--- src/rtl/regfile_sb_pkg.sv ---
// Shared defaults and address helpers for the regfile_sb register file slice.
package regfile_pkg;

    localparam int unsigned DEF_DATA_W = 32;
    localparam int unsigned DEF_NREG   = 32;
    localparam int unsigned DEF_SP_IDX = 29;
    localparam logic [31:0] DEF_SP_RST = 32'h3ffc;

    // Address width for n registers; never below 1 so ports stay legal for tiny files.
    function automatic int unsigned addr_w(input int unsigned n);
        int unsigned w;
        w = 1;
        while ((32'd1 << w) < n) w = w + 1;
        return w;
    endfunction

    // True for addresses that name a real, writable register (r0 is hardwired).
    function automatic logic addr_ok(input int unsigned a, input int unsigned n);
        return (a != 0) && (a < n);
    endfunction

endpackage

--- src/rtl/regfile_sb_scoreboard.sv ---
// Pending-write scoreboard: issue sets a register's busy bit, writeback clears it.
module regfile_scoreboard
    import regfile_pkg::*;
#(
    parameter int unsigned NREG = DEF_NREG,
    localparam int unsigned AW  = addr_w(NREG)
) (
    input  logic            clk,
    input  logic            reset,
    input  logic            iss_en,
    input  logic [AW-1:0]   iss_addr,
    input  logic            clr_en,
    input  logic [AW-1:0]   clr_addr,
    output logic [NREG-1:0] busy_vec
);

    logic [NREG-1:0] busy_nxt;
    logic            iss_ok;
    logic            clr_ok;

    assign iss_ok = iss_en && addr_ok(32'(iss_addr), NREG);
    assign clr_ok = clr_en && addr_ok(32'(clr_addr), NREG);

    // Set takes priority over a same-cycle clear; bit 0 is never set.
    always_comb begin
        busy_nxt = '0;
        for (int unsigned i = 1; i < NREG; i++) begin
            busy_nxt[i] = (iss_ok && (iss_addr == AW'(i))) ||
                          (busy_vec[i] && !(clr_ok && (clr_addr == AW'(i))));
        end
    end

    always_ff @(posedge clk or negedge reset) begin
        if (!reset) begin
            busy_vec <= '0;
        end else begin
            busy_vec <= busy_nxt;
        end
    end

endmodule

--- src/rtl/regfile_sb.sv ---
// Multi-read, dual-write register file with issue scoreboard.
// Define REGFILE_SB_BYPASS_EN to forward same-cycle write data to the read ports.
module regfile_sb
    import regfile_pkg::*;
#(
    parameter int unsigned        DATA_W = DEF_DATA_W,
    parameter int unsigned        NREG   = DEF_NREG,
    parameter int unsigned        NRD    = 2,
    parameter int unsigned        SP_IDX = DEF_SP_IDX,
    parameter logic [DATA_W-1:0]  SP_RST = DATA_W'(DEF_SP_RST),
    localparam int unsigned       AW     = addr_w(NREG)
) (
    input  logic                  clk,
    input  logic                  reset,
    input  logic [NRD*AW-1:0]     rd_addr,
    output logic [NRD*DATA_W-1:0] rd_data,
    output logic [NRD-1:0]        rd_busy,
    input  logic [1:0]            wr_en,
    input  logic [2*AW-1:0]       wr_addr,
    input  logic [2*DATA_W-1:0]   wr_data,
    input  logic                  iss_en,
    input  logic [AW-1:0]         iss_addr,
    output logic [NREG-1:0]       busy_vec
);

    logic [DATA_W-1:0] regs [NREG];

    logic [AW-1:0]     wa0;
    logic [AW-1:0]     wa1;
    logic [DATA_W-1:0] wd0;
    logic [DATA_W-1:0] wd1;
    logic              we0;
    logic              we1;
    logic [AW-1:0]     ra;

    assign wa0 = wr_addr[AW-1:0];
    assign wa1 = wr_addr[2*AW-1:AW];
    assign wd0 = wr_data[DATA_W-1:0];
    assign wd1 = wr_data[2*DATA_W-1:DATA_W];
    assign we0 = wr_en[0] && addr_ok(32'(wa0), NREG);
    assign we1 = wr_en[1] && addr_ok(32'(wa1), NREG);

    // Port 1 is written last so it wins on an address collision.
    always_ff @(posedge clk or negedge reset) begin
        if (!reset) begin
            for (int unsigned i = 0; i < NREG; i++) begin
                regs[i] <= ((i == SP_IDX) && (i != 0)) ? SP_RST : '0;
            end
        end else begin
            if (we0) regs[wa0] <= wd0;
            if (we1) regs[wa1] <= wd1;
        end
    end

    always_comb begin
        rd_data = '0;
        rd_busy = '0;
        ra      = '0;
        for (int unsigned k = 0; k < NRD; k++) begin
            ra = rd_addr[k*AW +: AW];
            if (addr_ok(32'(ra), NREG)) begin
                rd_data[k*DATA_W +: DATA_W] = regs[ra];
                rd_busy[k]                  = busy_vec[ra];
`ifdef REGFILE_SB_BYPASS_EN
                if (we1 && (wa1 == ra)) begin
                    rd_data[k*DATA_W +: DATA_W] = wd1;
                end else if (we0 && (wa0 == ra)) begin
                    rd_data[k*DATA_W +: DATA_W] = wd0;
                end
                if (we0 && (wa0 == ra)) rd_busy[k] = 1'b0;
`endif
            end
        end
    end

    regfile_scoreboard #(
        .NREG(NREG)
    ) u_scoreboard (
        .clk      (clk),
        .reset    (reset),
        .iss_en   (iss_en),
        .iss_addr (iss_addr),
        .clr_en   (wr_en[0]),
        .clr_addr (wa0),
        .busy_vec (busy_vec)
    );

endmodule

--- config.mk ---
export PLATFORM = sky130hd
export DESIGN_NAME = regfile_sb
export DESIGN_NICKNAME = d
export VERILOG_FILES = /design/src/rtl/regfile_sb_pkg.sv /design/src/rtl/regfile_sb_scoreboard.sv /design/src/rtl/regfile_sb.sv
export SDC_FILE = /design/constraint.sdc
export NUM_CORES = 2
export LEC_CHECK = 0
export CAP_MARGIN = 30
export CELL_PAD_IN_SITES_DETAIL_PLACEMENT = 0
export CELL_PAD_IN_SITES_GLOBAL_PLACEMENT = 1
export CORE_MARGIN = 8
export CORE_UTILIZATION = 50
export DETAILED_ROUTE_END_ITERATION = 10
export GPL_ROUTABILITY_DRIVEN = 0
export GPL_TIMING_DRIVEN = 1
export PLACE_DENSITY_LB_ADDON = 0.3
export SYNTH_ARGS = -nofsm -noshare
export SYNTH_HDL_FRONTEND = slang
export SYNTH_HIERARCHICAL = 1
export SYNTH_SLANG_ARGS = --single-unit
--- constraint.sdc ---
create_clock -name clk -period 6.2 [get_ports clk]
set_input_delay 1.55 -clock clk [delete_from_list [all_inputs] [get_ports clk]]
set_output_delay 1.55 -clock clk [all_outputs]
set_load 0.02 [all_outputs]
### Where the registers sit

Scale bar: 100 um. Other cells in gray.
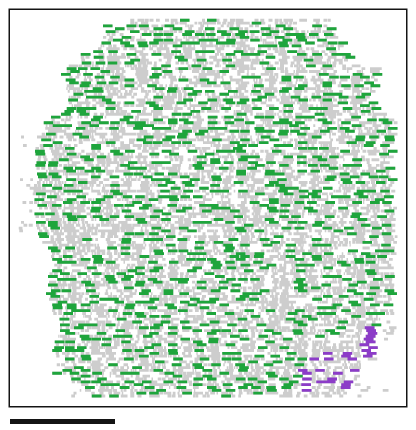
legend:
  purple:
    netlist_name: `u_scoreboard/busy_vec`
    sequential_cells: 31
    where: lower right
  green:
    netlist_name: `regs`
    sequential_cells: 1024
    where: spread over the die
seq pwr: 0.0103 W
FF/Latch Area: 26400 um2
fin util: 57.1%
fraction of area in registers: 35.4%

### Sizing map

Scale bar: 100 um.
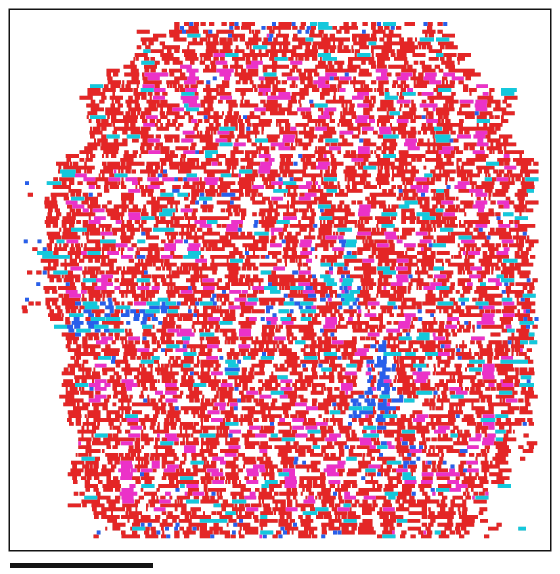
legend:
  red:
    size: drive 1 or less
    cells: 5189
    share: 83%
    most_used: mux2i_1
  blue:
    size: drive 3 to 4
    cells: 328
    share: 5.2%
    most_used: buf_4
  magenta:
    size: drive 2
    cells: 500
    share: 8.0%
    most_used: mux4_2
  cyan:
    size: drive 6 and up
    cells: 267
    share: 4.2%
    most_used: clkbuf_16

### Cells colored by class

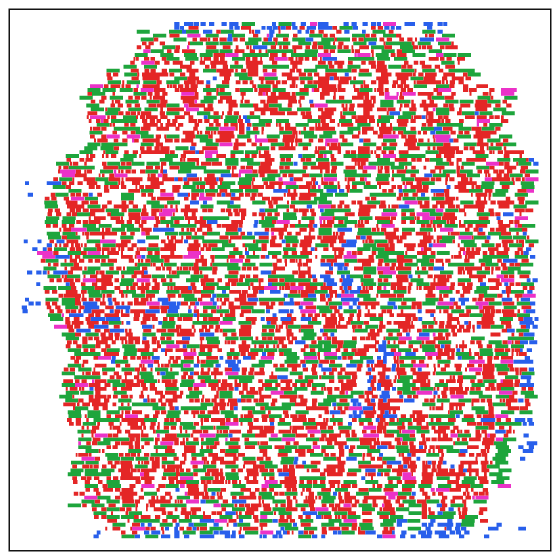
legend:
  magenta:
    class: clock drivers and dummy loads
    cells: 214
    share_of_their_area: 5.7%
  green:
    class: flip-flops
    cells: 1055
    share_of_their_area: 36%
  red:
    class: all other logic
    cells: 4502
    share_of_their_area: 50%
  blue:
    class: other buffers and delay cells
    cells: 513
    share_of_their_area: 7.8%

==> results_slide.txt <==
Key Metrics from the Run

Status
  – Status: complete, no violations

Worst setup path
  – Max incr delay on CP: 0.73 ns
  – Crit-path slowest cell: clkdlybuf4s50_1
  – Arr. time, crit path: 4.41 ns
  – Critical Path Stages: 7
  – Worst Reg-to-Reg Cells: 2
  – Worst path bufs/invs: 4
  – Worst-path cell chain: buf_2 > buf_4 > nor2b_4 > buf_12 > a22oi_1 > a311oi_1 > clkdlybuf4s50_1
  – Delay-heaviest family, CP: buffers and inverters

Power and ir drop
  – Static Leak: 32.1 nW
  – Int Pwr: 0.0164 W
  – Power Total: 0.0241 W
  – Worst VDD drop: 0.274 mV
  – Sequential power share: 42.8%
  – Switching power: 0.00773 W

Detailed routing
  – Routed met2 length: 117000 um
  – DR iter-0 viols: 8342
  – DR DRC count: 0
  – Wirelength per Cell: 34.2 um

Timing
  – RSZ-0062 raised after global routing: no
  – Setup TNS: 0 ns
  – Slew headroom: 24.1%
  – Max Slew Vio Count: 0
  – Max Freq: 168 MHz

Synth
  – Register area share after synthesis: 40.2%
  – Async SR Flop Fraction: 100%
  – Cell type with the largest total area: dfrtp_1
  – Synth top cell by count: mux2i_1
  – Avg Synthesized Cell Area: 10.4 um2
  – Synth flops: 1055
  – Netlist cell types: 58

Global route
  – Congestion Overflow GR: 0
  – Total GRT Usage: 37.5%
  – Largest net degree at the start of global routing: 165
  – Global-route wire length before repair: 394000 um

Floorplan
  – Init Core Util: 50.1%
  – Die y size: 378 um
  – Core ar.: 131000 um2

Clocking
  – Resized Gates After CTS: 0
  – Clk root buf: clkbuf_16
  – Deepest clock path buffer count: 3
  – Clk slew on worst S/H paths: 0.06 ns

Worst hold path
  – Hold endpoint: regs[1002]

Layout
  – Syn-to-layout area delta: 13.8%
  – Largest regs: regs: 1024 flops, u_scoreboard/busy_vec: 31 flops
  – Most used logic cell in the final layout: mux2i_1

Placement
  – Area after DPL: 70500 um2

Flow run
  – Max-Cap Viols: 0
### Clock routing

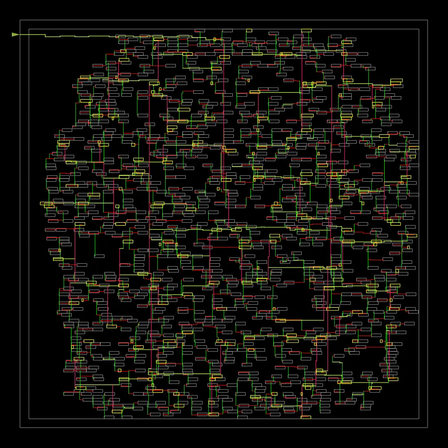
Num CTS Buffers: 118
Clock Power: 0.00762 W
skew final: 0 ns
registers: 1055
clk_lat worst skew: 0.75 ns

### Clock wires, drivers and flops

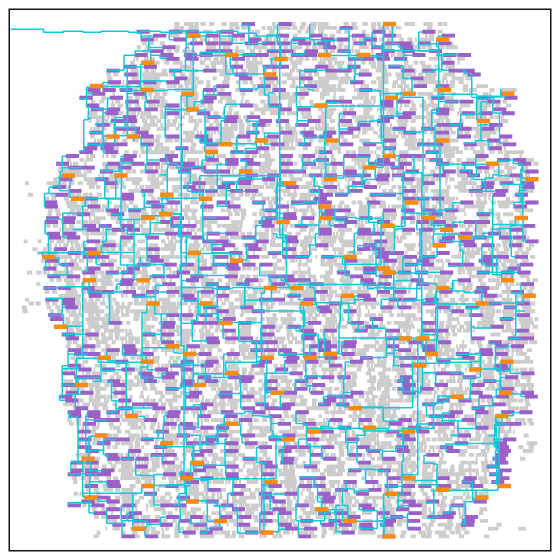
legend:
  cyan:
    item: clock wires
    length: 15300 um
  purple:
    item: flip-flops
    count: 1055
  orange:
    item: cells driving clock nets
    count: 118
routed clock nets: 119
Clk pwr share: 31.6%

## power by group through the flow
stage          sequential, W  combinational, W  clock, W
2_1_floorplan        0.00976           0.00430         0
3_3_place_gp          0.0102           0.00587         0
3_5_place_dp          0.0103           0.00610         0
4_1_cts               0.0102           0.00610   0.00765
5_1_grt               0.0105           0.00663   0.00791
6_report              0.0103           0.00617   0.00762
## cell type report
type	count	area, um2
repair buffers	513	5680
clock buffers	160	3350
well taps	1755	2200
inverters	2	10.0
diodes	17	42.5
multi-input cells	4500	36300
fillers	11000	56200
clock inverters	54	748
flip-flops and latches	1055	26400
## metal layers
layer  track usage, %  up-vias
met5                0        -
met4             21.6        6
met3             12.2      950
met2             54.2     4221
met1             49.6    27900
li1                 -    23000
Power is estimated from default activity; no workload was simulated.
